run_1/congestion_map.png
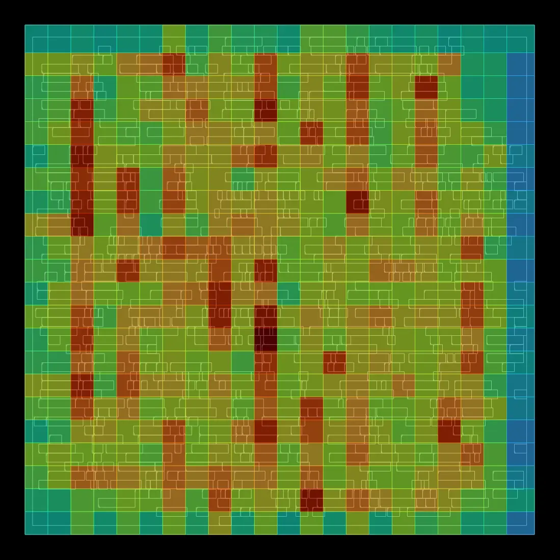
run_1/gates.png
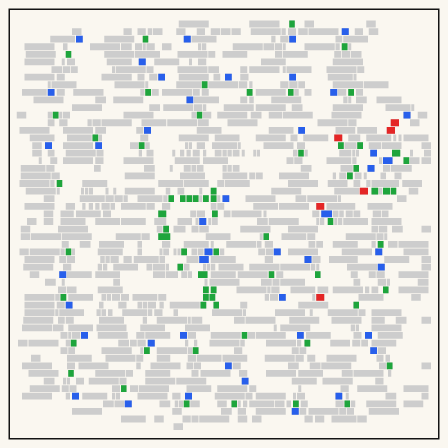
run_1/util_map.png
The die is cut into 15 by 15 equal tiles; white is low, dark blue is high, 0 to 100% covered.
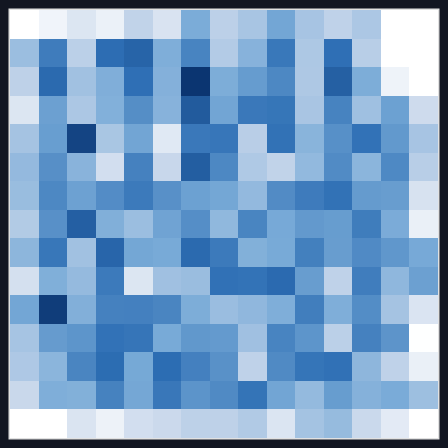
File: config.mk
export PLATFORM = sky130hd
export DESIGN_NAME = edge_output_packer
export DESIGN_NICKNAME = d
export VERILOG_FILES = /design/src/rtl/sobel_pkg.sv /design/src/rtl/edge_fifo.sv /design/src/rtl/edge_output_packer.sv
export SDC_FILE = /design/constraint.sdc
export NUM_CORES = 1
export LEC_CHECK = 0
export ABC_AREA = 0
export ABC_CLOCK_PERIOD_IN_PS = 4100
export CAP_MARGIN = 20
export CORE_MARGIN = 2
export CORE_UTILIZATION = 45
export CTS_CLUSTER_DIAMETER = 80
export DETAILED_ROUTE_END_ITERATION = 10
export GPL_ROUTABILITY_DRIVEN = 0
export PLACE_DENSITY_LB_ADDON = 0.05
export SKIP_LAST_GASP = 1
export SYNTH_ARGS = -nofsm -noshare
export SYNTH_HDL_FRONTEND = slang
export SYNTH_HIERARCHICAL = 1
export SYNTH_SLANG_ARGS = --single-unit
File: constraint.sdc
create_clock -name clk -period 4.1 [get_ports clk]
set_clock_uncertainty 0.05 [all_clocks]
set_input_delay 0.82 -clock clk [delete_from_list [all_inputs] [get_ports clk]]
set_output_delay 0.82 -clock clk [all_outputs]
set_load 0.1 [all_outputs]
File: src/rtl/sobel_pkg.sv
// Shared types and constants for the Sobel edge detector output path.
// Carries the FIFO entry layout and the lane/byte-mask helpers.
package sobel_pkg;

  localparam int PIX_W  = 8;
  localparam int WORD_W = 32;
  localparam int LANES  = 4;

  typedef struct packed {
    logic [LANES-1:0]  bmask;
    logic [WORD_W-1:0] data;
  } out_entry_t;

  // Mask covering the first n lanes of a partial word.
  function automatic logic [LANES-1:0] lane_mask(input logic [1:0] n);
    return (4'b0001 << n) - 4'b0001;
  endfunction

  // Expand a per-lane mask into a per-bit mask over the word.
  function automatic logic [WORD_W-1:0] mask_to_bits(input logic [LANES-1:0] m);
    logic [WORD_W-1:0] bits;
    bits = '0;
    for (int i = 0; i < LANES; i++) begin
      bits[i*PIX_W +: PIX_W] = {PIX_W{m[i]}};
    end
    return bits;
  endfunction

endpackage

File: src/rtl/edge_fifo.sv
// Synchronous FIFO of packed output entries with a registered head word.
// Pushes arriving while full are dropped unless a pop frees the slot in the same cycle.
module edge_fifo
  import sobel_pkg::*;
#(
  parameter int DEPTH = 4
) (
  input  logic       clk,
  input  logic       n_rst,
  input  logic       push,
  input  out_entry_t push_entry,
  input  logic       pop_req,
  output out_entry_t head,
  output logic       req,
  output logic       full,
  output logic       drop
);

  localparam int AW = $clog2(DEPTH);
  localparam int CW = AW + 1;

  out_entry_t    r_mem [DEPTH];
  out_entry_t    r_head;
  logic [AW-1:0] r_wr_ptr;
  logic [AW-1:0] r_rd_ptr;
  logic [CW-1:0] r_count;

  logic          w_pop;
  logic          w_wr;
  logic [AW-1:0] w_rd_next;
  logic [CW-1:0] w_count_next;
  out_entry_t    w_head_next;

  assign req  = (r_count != '0);
  assign full = (r_count == CW'(DEPTH));
  assign head = r_head;

  assign w_pop = req && pop_req;
  // A pop in the same cycle frees the slot, so a push into a full FIFO still lands.
  assign w_wr  = push && (!full || w_pop);
  assign drop  = push && full && !w_pop;

  assign w_rd_next    = w_pop ? r_rd_ptr + AW'(1) : r_rd_ptr;
  assign w_count_next = r_count + CW'(w_wr) - CW'(w_pop);

  // The new head may be the entry being written this cycle, so bypass the array.
  always_comb begin
    w_head_next = r_mem[w_rd_next];
    if (w_wr && (r_wr_ptr == w_rd_next)) begin
      w_head_next = push_entry;
    end
  end

  always_ff @(posedge clk) begin
    if (w_wr) begin
      r_mem[r_wr_ptr] <= push_entry;
    end
  end

  always_ff @(posedge clk or negedge n_rst) begin
    if (!n_rst) begin
      r_wr_ptr <= '0;
      r_rd_ptr <= '0;
      r_count  <= '0;
      r_head   <= '0;
    end else begin
      if (w_wr) begin
        r_wr_ptr <= r_wr_ptr + AW'(1);
      end
      r_rd_ptr <= w_rd_next;
      r_count  <= w_count_next;
      r_head   <= w_head_next;
    end
  end

endmodule

File: src/rtl/edge_output_packer.sv
// Packs four 8-bit edge magnitudes per 32-bit word, flushes partial words at
// end of frame with a byte mask, and queues words for the bus writer.
module edge_output_packer
  import sobel_pkg::*;
#(
  parameter int DEPTH = 4
) (
  input  logic              clk,
  input  logic              n_rst,
  input  logic              output_enable,
  input  logic [PIX_W-1:0]  edge_data,
  input  logic              frame_end,
  input  logic              clear,
  output logic              out_req,
  output logic [WORD_W-1:0] out_data,
  output logic [LANES-1:0]  out_bmask,
  input  logic              out_ack,
  output logic              fifo_full,
  output logic              overflow
);

  logic [WORD_W-1:0] r_pack;
  logic [1:0]        r_lane;
  logic              r_overflow;

  logic [WORD_W-1:0] w_pack_wr;
  logic [1:0]        w_lane_upd;
  logic              w_word_done;
  logic              w_flush;
  logic              w_push;
  logic [LANES-1:0]  w_push_mask;
  out_entry_t        w_push_entry;
  out_entry_t        w_head;
  logic              w_drop;

  always_comb begin
    w_pack_wr = r_pack;
    if (output_enable) begin
      w_pack_wr[r_lane*PIX_W +: PIX_W] = edge_data;
    end
  end

  assign w_lane_upd  = output_enable ? r_lane + 2'd1 : r_lane;
  assign w_word_done = output_enable && (r_lane == 2'd3);
  // Flush sees the lane count after this cycle's byte, so a completing byte never pushes twice.
  assign w_flush     = frame_end && !w_word_done && (w_lane_upd != 2'd0);
  assign w_push      = w_word_done || w_flush;
  assign w_push_mask = w_word_done ? 4'b1111 : lane_mask(w_lane_upd);

  always_comb begin
    w_push_entry       = '0;
    w_push_entry.bmask = w_push_mask;
    w_push_entry.data  = w_pack_wr & mask_to_bits(w_push_mask);
  end

  always_ff @(posedge clk or negedge n_rst) begin
    if (!n_rst) begin
      r_pack <= '0;
      r_lane <= '0;
    end else if (w_flush) begin
      r_pack <= '0;
      r_lane <= '0;
    end else begin
      r_pack <= w_pack_wr;
      r_lane <= w_lane_upd;
    end
  end

  // A drop in the same cycle as clear wins, so no lost word goes unreported.
  always_ff @(posedge clk or negedge n_rst) begin
    if (!n_rst) begin
      r_overflow <= 1'b0;
    end else if (w_drop) begin
      r_overflow <= 1'b1;
    end else if (clear) begin
      r_overflow <= 1'b0;
    end
  end

  edge_fifo #(
    .DEPTH (DEPTH)
  ) u_fifo (
    .clk        (clk),
    .n_rst      (n_rst),
    .push       (w_push),
    .push_entry (w_push_entry),
    .pop_req    (out_ack),
    .head       (w_head),
    .req        (out_req),
    .full       (fifo_full),
    .drop       (w_drop)
  );

  assign out_data  = w_head.data;
  assign out_bmask = w_head.bmask;
  assign overflow  = r_overflow;

endmodule

==> notes.md, run 1 <==
Path type of the worst min-delay path: in -> async. The slowest stage of the critical path is the sky130_fd_sc_hd__clkdlybuf4s50_1 cell. Met2 usage in global routing: 0.3395.

The run gives 24,970 µm for the final wirelength. The flip-flop and latch count was 214. The run gives 54 as the total number of placement rows. The met3 capacity usage during global routing is 0.03204, and the post-route clock period utilization is 0.7807.

For the share of total power in combinational logic, the log shows 0.460. The critical path class is reg -> out. The critical-path maximum fanout is 6. The final report lists the setup-violating endpoint count as 0.

After synthesis, the cell types taking the most area are sky130_fd_sc_hd__edfxtp_1 43%, sky130_fd_sc_hd__dfrtp_1 17%, sky130_fd_sc_hd__mux2_2 4.0%. After layout, the design draws a total of 9.276 mW. The highest cell delay on the worst timing path was 0.97 ns.

The cell area that synthesis handed to floorplanning was 10,020 µm². The vias per cell is 6.241, and the fraction of registers with async set or reset after synthesis is 0.3271. Buffering overhead: 0.06367. The synthesized design contains 144 enable-type register cells. The post-synthesis compound-gate area fraction came out at 0.1630.

Launch point of the worst reg-to-reg path: r_lane[0]. The commonest cells after synthesis are 144 x sky130_fd_sc_hd__edfxtp_1, 70 x sky130_fd_sc_hd__dfrtp_1, 56 x sky130_fd_sc_hd__nor2_1, 39 x sky130_fd_sc_hd__a21o_1. The tools report the maximum number of pins on one net before global-route repair as 147. The flow reports power dissipated in combinational cells as 4.26 mW. The sequential share of cell area is 0.5283, and the post-route cell area is 11,510 µm². With the cell count in the Yosys report at 791, the depth of the worst register-to-register path is 12. The number of tapcells is 280. IR analysis of the VDD net gives a maximum drop of 0.0004242 V. The fraction of the mapped netlist area in simple logic gates works out to 0.1240. The group with the largest share of power was combinational cells. The root buffer cell chosen for the clock tree is sky130_fd_sc_hd__clkbuf_16.

The violation count after the first detailed-route iteration is 580, and the non-clock buffer count in the final layout is 71. Leaving out filler cells and counting taps, the final layout contains 1,110. The logs give 0.227 for the proportion of power drawn by the clock network and 6 for the number of warnings reported in the yosys synthesis log. The critical path in the final layout is reported with a setup slack of 0.8990 ns.

After layout, the inverter instance count without clock inverters stands at 12. The shortest period the worst path allows was 3.201 ns. Registers take 6083 µm².

For the residual DRC count, the log shows 0. Per the cell usage report, the commonest logic cells after layout are 144 x sky130_fd_sc_hd__edfxtp_1, 68 x sky130_fd_sc_hd__dfrtp_1, 56 x sky130_fd_sc_hd__nor2_1. The tools report the count of filler cells inserted in the layout as 1,849.

The total nets after synthesis is 816. Clock insertion delay at the later pin of the skew report: 0.52 ns. The run finished with clean final reports. The multiplexer area fraction after synthesis came out at 0.04194. Total vias in the final route: 6,928. The count of buffering cells on the critical path with inverters included came out at 1. The startpoint type of the worst setup path is a flip-flop. The area share of the largest cell type after synthesis is 0.4314.

Among the non-sequential cells, AND-OR/OR-AND gates take the most area. The share of the yosys chip area belonging to registers was 0.6062; the CTS H-tree depth was 1. With the total global routing track utilization at 0.2115, the final tally of max-slew violations is 0. Power attributed to the clock group is 2.10 mW. The via count of the first global-routing pass was 7,060. The largest area contributor in the netlist was sky130_fd_sc_hd__edfxtp_1. The tools report the remaining number of nets flagged by the antenna check after routing as 0.

The synthesized-area fraction occupied by xor and xnor cells came out at 0.005243. The run gives 0.3124 GHz for the maximum frequency from static timing analysis. The endpoint of the worst-slack reg-to-reg timing path is u_fifo/r_count[2]. On the critical path the largest part of the delay comes from buffers and inverters. After clock tree synthesis, the repair step resized 0 gates. More flip-flops sit in one register than any other, and that register is u_fifo/r_mem.

The first global-routing pass estimated 39,360 µm of wire. Fraction of power consumed by sequential logic: 0.314. The script computed a power per unit cell area of 805.6 nW/µm². Per the OpenROAD floorplan log, the area of the die is 23,480 µm². In this run the tool buffered the top-level ports with 52 buffer cells.

With the leakage power figure at 4.371 nW, the internal power of the cells is 5.342 mW.
## Picture notes: congestion_map.png
average detailed-routed wire length per instance: 22.50 µm
global-route layer with the greatest usage: met2

## Picture notes: gates.png
Key: and/or cells = green [cells 66, most used or3_1, where widely spread]; xor and xnor cells = red [cells 6, most used xnor2_1]; non-inverting ao/oa cells = blue [cells 44, most used a21o_1, where widely spread]

## Picture notes: util_map.png
4.4% of the tiles are nearly empty. 6.7% of the tiles are over 75% full. The mean over all tiles is 48%. The emptiest ninth of the die: north-east. The fullest tile reaches 98%.
final core occ: 0.5276
fp_density: 0.4593
Core Footprint: 21,820 µm²

==> inputs of run 2 (changes only) <==
Settings changed: ABC_CLOCK_PERIOD_IN_PS 4100 to 3300.
Clock period 4.1 ns to 3.3 ns, I/O delays scaled along.
==> notes.md, run 2 <==
The run finished with clean final reports. For reference, the top cells by area after synthesis are sky130_fd_sc_hd__edfxtp_1 43%, sky130_fd_sc_hd__dfrtp_1 17%, sky130_fd_sc_hd__mux2_2 4.0%. The tools report the fraction of power consumed by sequential logic as 0.316 (+0.002). The run gives 2.63 mW (+25%) as the clock network power consumption. Fraction of the mapped netlist area in simple logic gates: 0.1240 (unchanged).

The run gives 0.4593 (unchanged) as the floorplan-stage core utilization. For the mapped cell area, the log shows 10,020 µm² (unchanged). The fraction of registers with async set or reset after synthesis is 0.3271 (unchanged). After clock tree synthesis, the flow added hold-fix buffers numbering 0. Main logic family after synthesis: AND-OR/OR-AND gates. With the share of the yosys chip area belonging to registers at 0.6062 (unchanged), the inverter count is 12 (unchanged).

The vias per cell was 6.201 (-0.66%). Per the cell usage report, the commonest logic cells after layout are 144 x sky130_fd_sc_hd__edfxtp_1, 68 x sky130_fd_sc_hd__dfrtp_1, 57 x sky130_fd_sc_hd__buf_4. The number of warnings reported in the yosys synthesis log is 6 (unchanged), and the minimum hold slack is 0.1539 ns. The run gives 997.7 nW/µm² (+24%) for the power per unit of standard cell area. The largest individual stage delay along the critical path comes from the cell sky130_fd_sc_hd__dfrtp_1.

The worst setup path is launched from a flip-flop. Endpoint of the worst-slack reg-to-reg timing path: u_fifo/r_count[2]. The count of instances resized after the clock tree is built is 0 (unchanged). The sequential share of cell area works out to 0.5264 (-0.001943). The cell type that accounts for the most area after synthesis is sky130_fd_sc_hd__edfxtp_1. STA classifies the critical path endpoint as a flip-flop. The logs give 21,820 µm² (unchanged) for the floorplan core area and 0 (unchanged) for the remaining number of nets flagged by the antenna check after routing. The run gives 280 (unchanged) for the number of tapcells.

The global-route wire length before repair is 39,050 µm (-0.77%), and the highest cell delay on the worst timing path is 0.44 ns (-0.53 ns). The run gives 0 (unchanged) for the final tally of max-slew violations. The critical-path maximum fanout was 5 (-1); the violation count after the first detailed-route iteration was 519 (-11%). The summed negative setup slack over all endpoints came out at 0 ns. More flip-flops sit in one register than any other, and that register is u_fifo/r_mem. Wire segments on met3 add up to 1066 µm in the final route. With the total number of placement rows at 54 (unchanged), the CTS H-tree depth is 1 (unchanged).

The post-route cell area came out at 11,560 µm² (+0.37%). In the setup report, the worst path falls into the class reg -> reg. The run gives 0.52 ns (about the same) for the clock insertion delay at the later pin of the skew report. With the detailed-route wire length per cell at 22.02 µm (-2.1%), the floorplan die area is 23,480 µm² (unchanged). The proportion of power drawn by the clock network was 0.228 (about the same).

The depth of the worst register-to-register path works out to 12 (unchanged). The met3 capacity usage during global routing is 0.02637 (-0.005671), and the post-route clock period utilization is 0.8142. With the area share of the largest cell type after synthesis at 0.4314 (unchanged), the residual DRC count is 0 (unchanged). With the hold violation total from the final report at 0, the final wirelength is 24,600 µm (-1.5%). The run gives 6083 µm² (unchanged) for the sequential cell area in the final layout. The logs give a warning total of 35. Slack of the critical path: 0.6132 ns (-0.2858 ns). With the shortest period the worst path allows at 2.687 ns, the sum of internal, switching and leakage power is 11.53 mW (+24%). The number of enable flip-flop cells was 144 (unchanged); the count of buffering cells on the critical path with inverters included was 2 (+1). The maximum number of pins on one net before global-route repair came out at 147 (unchanged). The cell count in the Yosys report is 791 (unchanged). Counting instances in the post-synthesis netlist gives the leading cell types as 144 x sky130_fd_sc_hd__edfxtp_1, 70 x sky130_fd_sc_hd__dfrtp_1, 56 x sky130_fd_sc_hd__nor2_1, 39 x sky130_fd_sc_hd__a21o_1. The logs give 214 (unchanged) for the flip-flop and latch count and 816 (unchanged) for the total nets after synthesis. The logs give 5.25 mW (+23%) for the combinational gate power and 6.593 mW (+23%) for the internal power of the cells.

Group with the largest share of power: combinational cells. The run gives 0.005243 (unchanged) for the synthesized-area fraction occupied by xor and xnor cells. Clock tree synthesis selected as its root buffer the cell sky130_fd_sc_hd__clkbuf_16. Highest-utilization routing layer at the global route stage: met2.

The routed metal-1 wirelength was 11,100 µm; the leakage power figure was 4.483 nW (+2.5%). The non-clock buffer count in the final layout works out to 80 (+13%). The path type of the worst min-delay path is in -> async.

Detailed routing placed a total of 12,030 µm of wire on met2. Looking at the reg2reg group, the worst path starts from r_lane[1]. The post-synthesis adder-cell area fraction is 0.01448, and the share of the core filled with cells in the final layout is 0.5296 (+0.001950).

The run gives 0.456 (-0.004) for the share of total power in combinational logic. The count of filler cells inserted in the layout is 1,862 (+0.70%). The count of non-filler cells in the finished layout was 1,117 (+0.63%).

The run gives 0.2081 (-0.003366) for the total global routing track utilization. The run gives 0.04194 (unchanged) for the multiplexer area fraction after synthesis. Among cell families on the critical path, the largest total delay comes from adder cells. The maximum vdd drop was 0.0005805 V (+37%). The buffering overhead came out at 0.06647 (+0.002797).

The run gives 0.3482 (+0.008716) for the met2 usage in global routing.
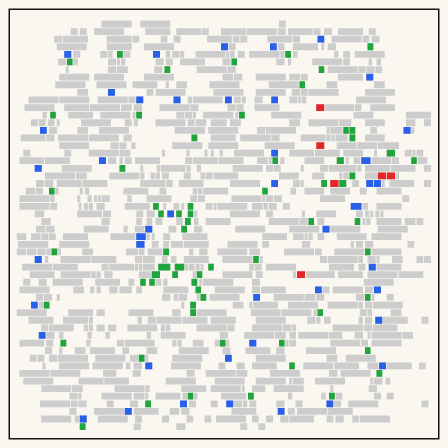
run_2/gates.png
Key: and/or cells = green [cells 66, most used or3_1, where widely spread]; non-inverting ao/oa cells = blue [cells 44, most used a21o_1, where widely spread]; xor and xnor cells = red [cells 6, most used xnor2_1, where east]

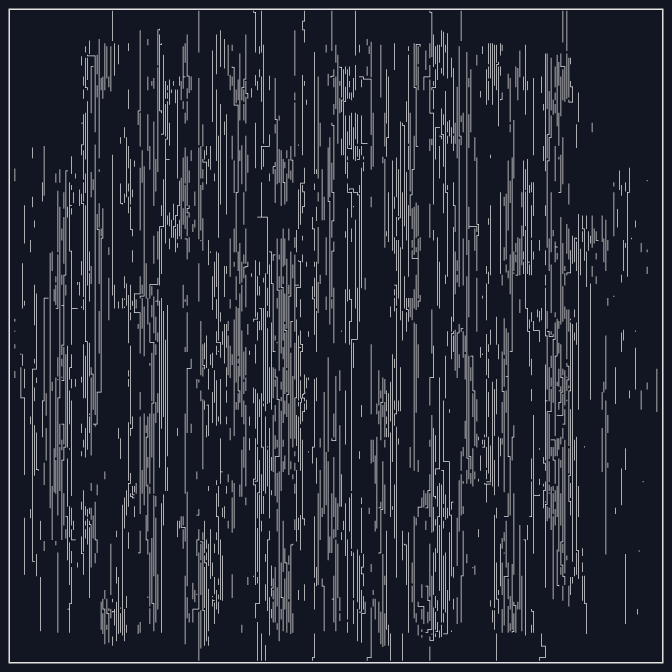
run_2/m2.png
737 nets have wire on it. The longest straight run is 63.4 µm. The wires run mostly vertical.

==> inputs of run 3 (changes only) <==
Settings changed: ABC_CLOCK_PERIOD_IN_PS 3300 to 2550.
Clock period 3.3 ns to 2.55 ns, I/O delays scaled along.
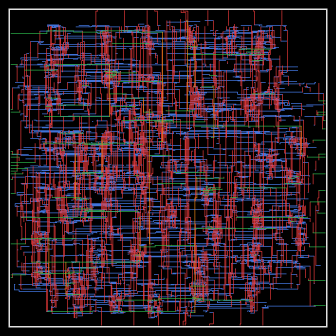
run_3/layers.png
Key: M1 = blue [wire length 11,600 µm]; M4 = orange [wire length 413 µm]; M2 = red [wire length 12,300 µm]; M3 = green [wire length 1,330 µm]
wire length after detailed routing: 25,630 µm
aggregate global-route resource usage: 0.2207
number of vias in the routed layout: 7,206

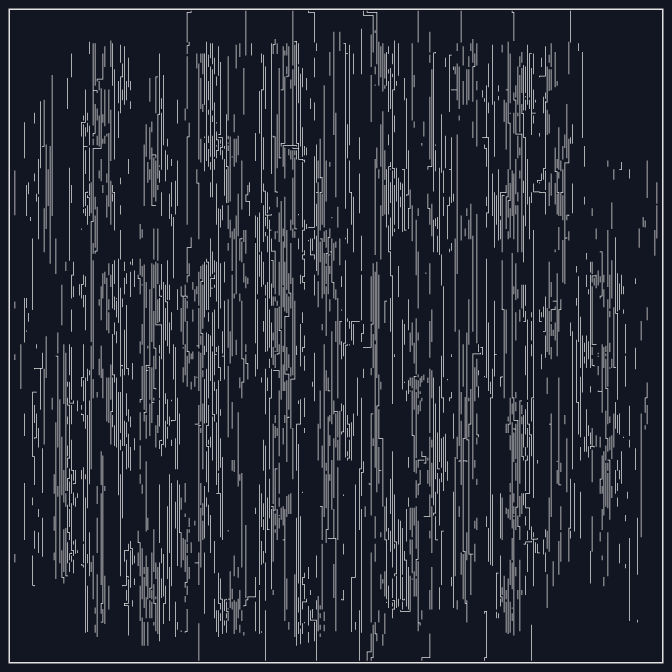
run_3/m2.png
The layer holds 48% of the routed length. The longest straight run is 40.5 µm. 798 nets have wire on it.

==> notes.md, run 3 <==
Number of enable flip-flop cells: 144 (unchanged). The count of buffering cells on the critical path with inverters included was 2 (unchanged); the total nets after synthesis was 816 (unchanged). With the cell count in the Yosys report at 791 (unchanged), the shortest period the worst path allows is 2.443 ns (-0.2433 ns). With the routed metal-1 wirelength at 11,610 µm (+4.6%), the inverter count is 12 (unchanged).

The tools report the internal power of the cells as 8.695 mW (+32%). After synthesis, the most frequently instantiated cells are 144 x sky130_fd_sc_hd__edfxtp_1, 70 x sky130_fd_sc_hd__dfrtp_1, 56 x sky130_fd_sc_hd__nor2_1, 39 x sky130_fd_sc_hd__a21o_1. The count of instances resized after the clock tree is built was 2 (+2); the summed negative setup slack over all endpoints was 0 ns (unchanged). The power per unit of standard cell area is 1259 nW/µm² (+26%). The depth of the worst register-to-register path was 12 (unchanged); the fraction of power consumed by sequential logic was 0.309 (-0.007). Hold violation total from the final report: 0 (unchanged). Buffering overhead: 0.1018 (+0.03529). The run gives 0 (unchanged) as the residual DRC count.

For the number of tapcells, the log shows 280 (unchanged). In this design, the largest share of critical-path delay is due to adder cells. The tools report the count of filler cells inserted in the layout as 1,800 (-3.3%). The met3 capacity usage during global routing is 0.03119 (+0.004820), and the non-clock buffer count in the final layout is 130 (+63%). Detailed-route wire length per cell: 21.96 µm (-0.29%). The area share of the largest cell type after synthesis was 0.4314 (unchanged); the count of non-filler cells in the finished layout was 1,167 (+4.5%). The multiplexer area fraction after synthesis works out to 0.04194 (unchanged). The flow ran to the end, and the final reports show no timing, DRC or antenna violations. The vias per cell is 6.175 (-0.41%). The cts-stage hold buffer count came out at 0 (unchanged). The run gives 0.5064 (-0.01996) for the sequential share of cell area. With the combinational gate power at 7.14 mW (+36%), the highest cell delay on the worst timing path is 0.40 ns (-0.04 ns). The logs give 6 (unchanged) for the number of warnings reported in the yosys synthesis log and 0.3614 (+0.01318) for the met2 usage in global routing.

In the layout the commonest cells are 144 x sky130_fd_sc_hd__edfxtp_1, 100 x sky130_fd_sc_hd__buf_4, 68 x sky130_fd_sc_hd__dfrtp_1. The run gives 12,270 µm (+2.0%) for the met2 wire length. With the share of total power in combinational logic at 0.472 (+0.016), the fraction of the mapped netlist area in simple logic gates is 0.1240 (unchanged). For the floorplan core area, the log shows 21,820 µm² (unchanged).

The violation count after the first detailed-route iteration is 505 (-2.7%). With the post-route cell area at 12,010 µm² (+3.9%), the post-route clock period utilization is 0.9582 (+0.1440). The run gives 0.6062 (unchanged) for the share of the yosys chip area belonging to registers. The tools report the master cell of the clock root buffer as sky130_fd_sc_hd__clkbuf_16.
Power and IR drop assume default switching activity.
